**src/rtl/arm_pkg.sv**
```systemverilog
// Shared ARM pipeline definitions: the NV-condition NOP used as the empty/flush
// instruction and the fetch-unit state encoding.
package arm_pkg;

    localparam logic [31:0] NOP_INSTR = 32'hF000_0000;

    typedef enum logic [1:0] {
        IDLE    = 2'd0,
        FETCH   = 2'd1,
        DISCARD = 2'd2
    } fetch_state_t;

endpackage

```
**src/rtl/fetch_fifo.sv**
```systemverilog
// Small prefetch FIFO for the fetch unit. Clear wins over push and pop;
// the head entry is visible combinationally on rd_data.
module fetch_fifo #(
    parameter int WIDTH = 64,
    parameter int DEPTH = 2,
    localparam int AW = $clog2(DEPTH),
    localparam int CW = AW + 1
) (
    input  logic             clk,
    input  logic             rst_n,
    input  logic             push,
    input  logic             pop,
    input  logic             clear,
    input  logic [WIDTH-1:0] wr_data,
    output logic [WIDTH-1:0] rd_data,
    output logic             full,
    output logic             empty,
    output logic [CW-1:0]    count
);

    logic [WIDTH-1:0] mem [DEPTH];
    logic [AW-1:0]    wr_ptr;
    logic [AW-1:0]    rd_ptr;
    logic             do_push;
    logic             do_pop;

    assign full    = (count == CW'(DEPTH));
    assign empty   = (count == '0);
    assign do_pop  = pop && !empty;
    // A push into a full FIFO is only accepted when the head leaves in the same cycle.
    assign do_push = push && (!full || do_pop);
    assign rd_data = mem[rd_ptr];

    always_ff @(posedge clk or negedge rst_n) begin
        if (!rst_n) begin
            wr_ptr <= '0;
            rd_ptr <= '0;
            count  <= '0;
        end else if (clear) begin
            wr_ptr <= '0;
            rd_ptr <= '0;
            count  <= '0;
        end else begin
            if (do_push) wr_ptr <= wr_ptr + AW'(1);
            if (do_pop)  rd_ptr <= rd_ptr + AW'(1);
            count <= count + CW'(do_push) - CW'(do_pop);
        end
    end

    always_ff @(posedge clk) begin
        if (do_push && !clear) mem[wr_ptr] <= wr_data;
    end

endmodule

```
**src/rtl/if_fetch_unit.sv**
```systemverilog
// Instruction-fetch front end: owns the fetch PC, reads instruction memory,
// buffers words in a prefetch FIFO and redirects on taken branches.
module if_fetch_unit
    import arm_pkg::*;
#(
    parameter int BIT_NUMBER = 32,
    parameter int FIFO_DEPTH = 2
) (
    input  logic                  clk,
    input  logic                  rst_n,
    input  logic                  freeze,
    input  logic                  branch_taken,
    input  logic [BIT_NUMBER-1:0] branch_address,
    output logic                  imem_req,
    output logic [BIT_NUMBER-1:0] imem_addr,
    input  logic                  imem_ack,
    input  logic [BIT_NUMBER-1:0] imem_rdata,
    output logic [BIT_NUMBER-1:0] pc,
    output logic [BIT_NUMBER-1:0] instruction,
    output logic                  valid
);

    localparam int EW = 2 * BIT_NUMBER;
    localparam int CW = $clog2(FIFO_DEPTH) + 1;
    localparam logic [BIT_NUMBER-1:0] WORD_BYTES = BIT_NUMBER'(4);

    fetch_state_t          state, state_nxt;
    logic [BIT_NUMBER-1:0] fpc, fpc_nxt;
    logic [BIT_NUMBER-1:0] redirect_pc, redirect_nxt;

    logic          fifo_push;
    logic          fifo_pop;
    logic          fifo_full;
    logic          fifo_empty;
    logic [CW-1:0] fifo_count;
    logic [EW-1:0] fifo_head;
    logic          fetch_req;

    // Handshake: a read transfers on any cycle with imem_req && imem_ack (the ack
    // may arrive in the request cycle). Once raised, imem_req/imem_addr hold until
    // that transfer; the FIFO count cannot rise while a read is pending.
    assign fetch_req = !fifo_full;

    always_ff @(posedge clk or negedge rst_n) begin
        if (!rst_n) begin
            state       <= IDLE;
            fpc         <= '0;
            redirect_pc <= '0;
        end else begin
            state       <= state_nxt;
            fpc         <= fpc_nxt;
            redirect_pc <= redirect_nxt;
        end
    end

    always_comb begin
        state_nxt    = state;
        fpc_nxt      = fpc;
        redirect_nxt = redirect_pc;
        imem_req     = 1'b0;
        imem_addr    = fpc;
        fifo_push    = 1'b0;
        case (state)
            IDLE: begin
                imem_addr = '0;
                state_nxt = FETCH;
                if (branch_taken) fpc_nxt = branch_address;
            end
            FETCH: begin
                imem_req = fetch_req;
                if (branch_taken) begin
                    // A read already on the bus cannot be withdrawn, so drop it later.
                    if (fetch_req && !imem_ack) begin
                        redirect_nxt = branch_address;
                        state_nxt    = DISCARD;
                    end else begin
                        fpc_nxt = branch_address;
                    end
                end else if (fetch_req && imem_ack) begin
                    fifo_push = 1'b1;
                    fpc_nxt   = fpc + WORD_BYTES;
                end
            end
            DISCARD: begin
                imem_req = 1'b1;
                if (imem_ack) begin
                    state_nxt = FETCH;
                    fpc_nxt   = branch_taken ? branch_address : redirect_pc;
                end else if (branch_taken) begin
                    redirect_nxt = branch_address;
                end
            end
            default: state_nxt = IDLE;
        endcase
    end

    assign fifo_pop = !branch_taken && !freeze && !fifo_empty;

    fetch_fifo #(
        .WIDTH (EW),
        .DEPTH (FIFO_DEPTH)
    ) u_fifo (
        .clk     (clk),
        .rst_n   (rst_n),
        .push    (fifo_push),
        .pop     (fifo_pop),
        .clear   (branch_taken),
        .wr_data ({fpc + WORD_BYTES, imem_rdata}),
        .rd_data (fifo_head),
        .full    (fifo_full),
        .empty   (fifo_empty),
        .count   (fifo_count)
    );

    assign valid       = !fifo_empty;
    assign pc          = valid ? fifo_head[EW-1:BIT_NUMBER] : '0;
    assign instruction = valid ? fifo_head[BIT_NUMBER-1:0] : BIT_NUMBER'(NOP_INSTR);

endmodule
```
**config.mk**
```make
export PLATFORM = sky130hd
export DESIGN_NAME = if_fetch_unit
export DESIGN_NICKNAME = d
export VERILOG_FILES = /design/src/rtl/arm_pkg.sv /design/src/rtl/fetch_fifo.sv /design/src/rtl/if_fetch_unit.sv
export SDC_FILE = /design/constraint.sdc
export NUM_CORES = 1
export LEC_CHECK = 0
export CORE_MARGIN = 2
export CORE_UTILIZATION = 32
export DETAILED_ROUTE_END_ITERATION = 16
export HOLD_SLACK_MARGIN = 0.06
export PLACE_DENSITY = 0.64
export SYNTH_ARGS = -nofsm -noshare
export SYNTH_HDL_FRONTEND = slang
export SYNTH_SLANG_ARGS = --single-unit
```
**constraint.sdc**
```tcl
create_clock -name clk -period 9.2 [get_ports clk]
set_input_delay 2.76 -clock clk [delete_from_list [all_inputs] [get_ports clk]]
set_output_delay 2.76 -clock clk [all_outputs]
set_load 0.1 [all_outputs]
```
==> out/results.ini <==
[sta]
tightestPinTransition_ns = 1.063
fin_ws_ns = 3.092
timing.hold.ws_ns = 0.5093
setup_violations = 0
maxSlewHeadroom = 0.2891
finalHoldViolCount = 0
skew_ns = 0.01080
post-route-min-period_ns = 6.108

[critical_path]
crit_chain = buf_4, mux2i_1, nor2_1, clkdlybuf4s50_1
critPathCaptureType = output port
path_class = reg2out

[placement]
dpl_cell_area_um2 = 11580
portBuffers = 166

[final_layout]
syn_to_final_growth_pct = 27.01
layout.nets = 1009
lay_top_count = clkdlybuf4s50_1

[clock_tree]
cts_sinks = 198
cts_tree = done
numCtsBuffers = 17
clock_latency_ns = 0.43
cts_max_level = 4
clockBufferDepth = 2

[yosys]
ys_area_um2 = 9574
ys.flops = 198
synth_area_um2 = 9574
synth.distinct_cells = 63
synth-edff-count = 128
ys_seq_frac = 0.5844
ys_warn_count = 0
area_leaders = edfxtp_1 (40%), dfrtp_1 (18%), mux2i_1 (6.8%)
synth-async-reset-ratio = 0.3535

[grt]
grt_remaining_overflow = 0
grt_antenna_before_repair = 1
grt_usage = 0.1549
grt_pass1_vias = 6501

[drt]
vias = 6772
firstDrtPassIters = 5
wl_per_cell_um = 18.07

[run]
warnings = 29
maxCapViolCount = 0

[status]
status = complete, no violations

[die]
die-width_um = 177.0
design.portCount = 167

-- state kept, by name, summed over array words and instances (netlist names) --
signal / count
redirect_pc: 32
u_fifo.mem: 128
u_fifo.wr_ptr: 1
fpc: 32
u_fifo.rd_ptr: 1
u_fifo.count: 2
state: 2
-- kinds of logic after synthesis --
logic type | share of synthesized area
AOI/OAI and AO/OA | 0.1079
xor gates and xnor gates | 0.02470
adders and majority gates | 0.009148
buffers and inverters | 0.03398
DFF | 0.5844
muxes | 0.1056
and+or+nand+nor | 0.1342
-- worst register-to-register path, stage by stage (launching register included) --
cell	delay, ns
dfrtp_1	0.43
inv_1	0.10
ha_1	0.18
buf_4	0.30
nor2b_1	0.67
nand3_1	0.32
nor2_4	0.76
buf_4	0.58
-- worst paths after layout --
path / start / end / slack, ns / cells past startpoint
setup / recovery: u_fifo.rd_ptr / pc[27] / 3.09 / 4
hold / removal: redirect_pc[16] / redirect_pc[16] / 0.51 / 1
setup reg to reg: state[1] / u_fifo.mem[0][2] / 5.49 / 7
hold reg to reg: redirect_pc[16] / redirect_pc[16] / 0.51 / 1
max in group asynchronous: rst_n / u_fifo.rd_ptr / 5.91 / 2
min in group asynchronous: rst_n / redirect_pc[20] / 2.56 / 2
-- layer usage --
layer	vias up	share of wire	GRT usage
met5	-	0	0
met4	0	0.011	0.03685
met3	20	0.062	0.03286
met2	244	0.47	0.2479
met1	3286	0.46	0.2148
li1	3222	-	-
-- final cells by class --
cell class	instances	area [um2]	share of cell area
antenna	1	2.502	0.0002058
timing repair buffer	179	1754	0.1443
inverter	19	71.32	0.005865
clock inverter	15	150.1	0.01235
multi-input combinational	518	3670	0.3018
clock buffer	17	425.4	0.03498
tap	390	488.0	0.04013
sequential	198	5599	0.4604
Placement view:
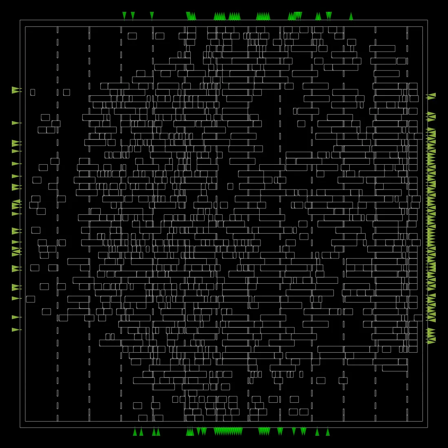
fin util: 0.4114
flop count: 198
TAP cells: 390
Non-Filler Instances: 1337
Fill cells: 2852

Port wiring:
Scale: 1.5 px per um.
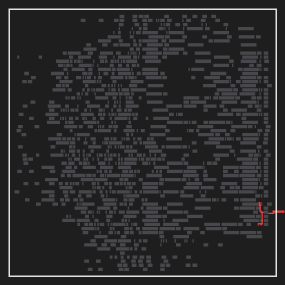
- red: valid (direction output; edge right; end cells 1; buffers 1; wire 23.6 um)

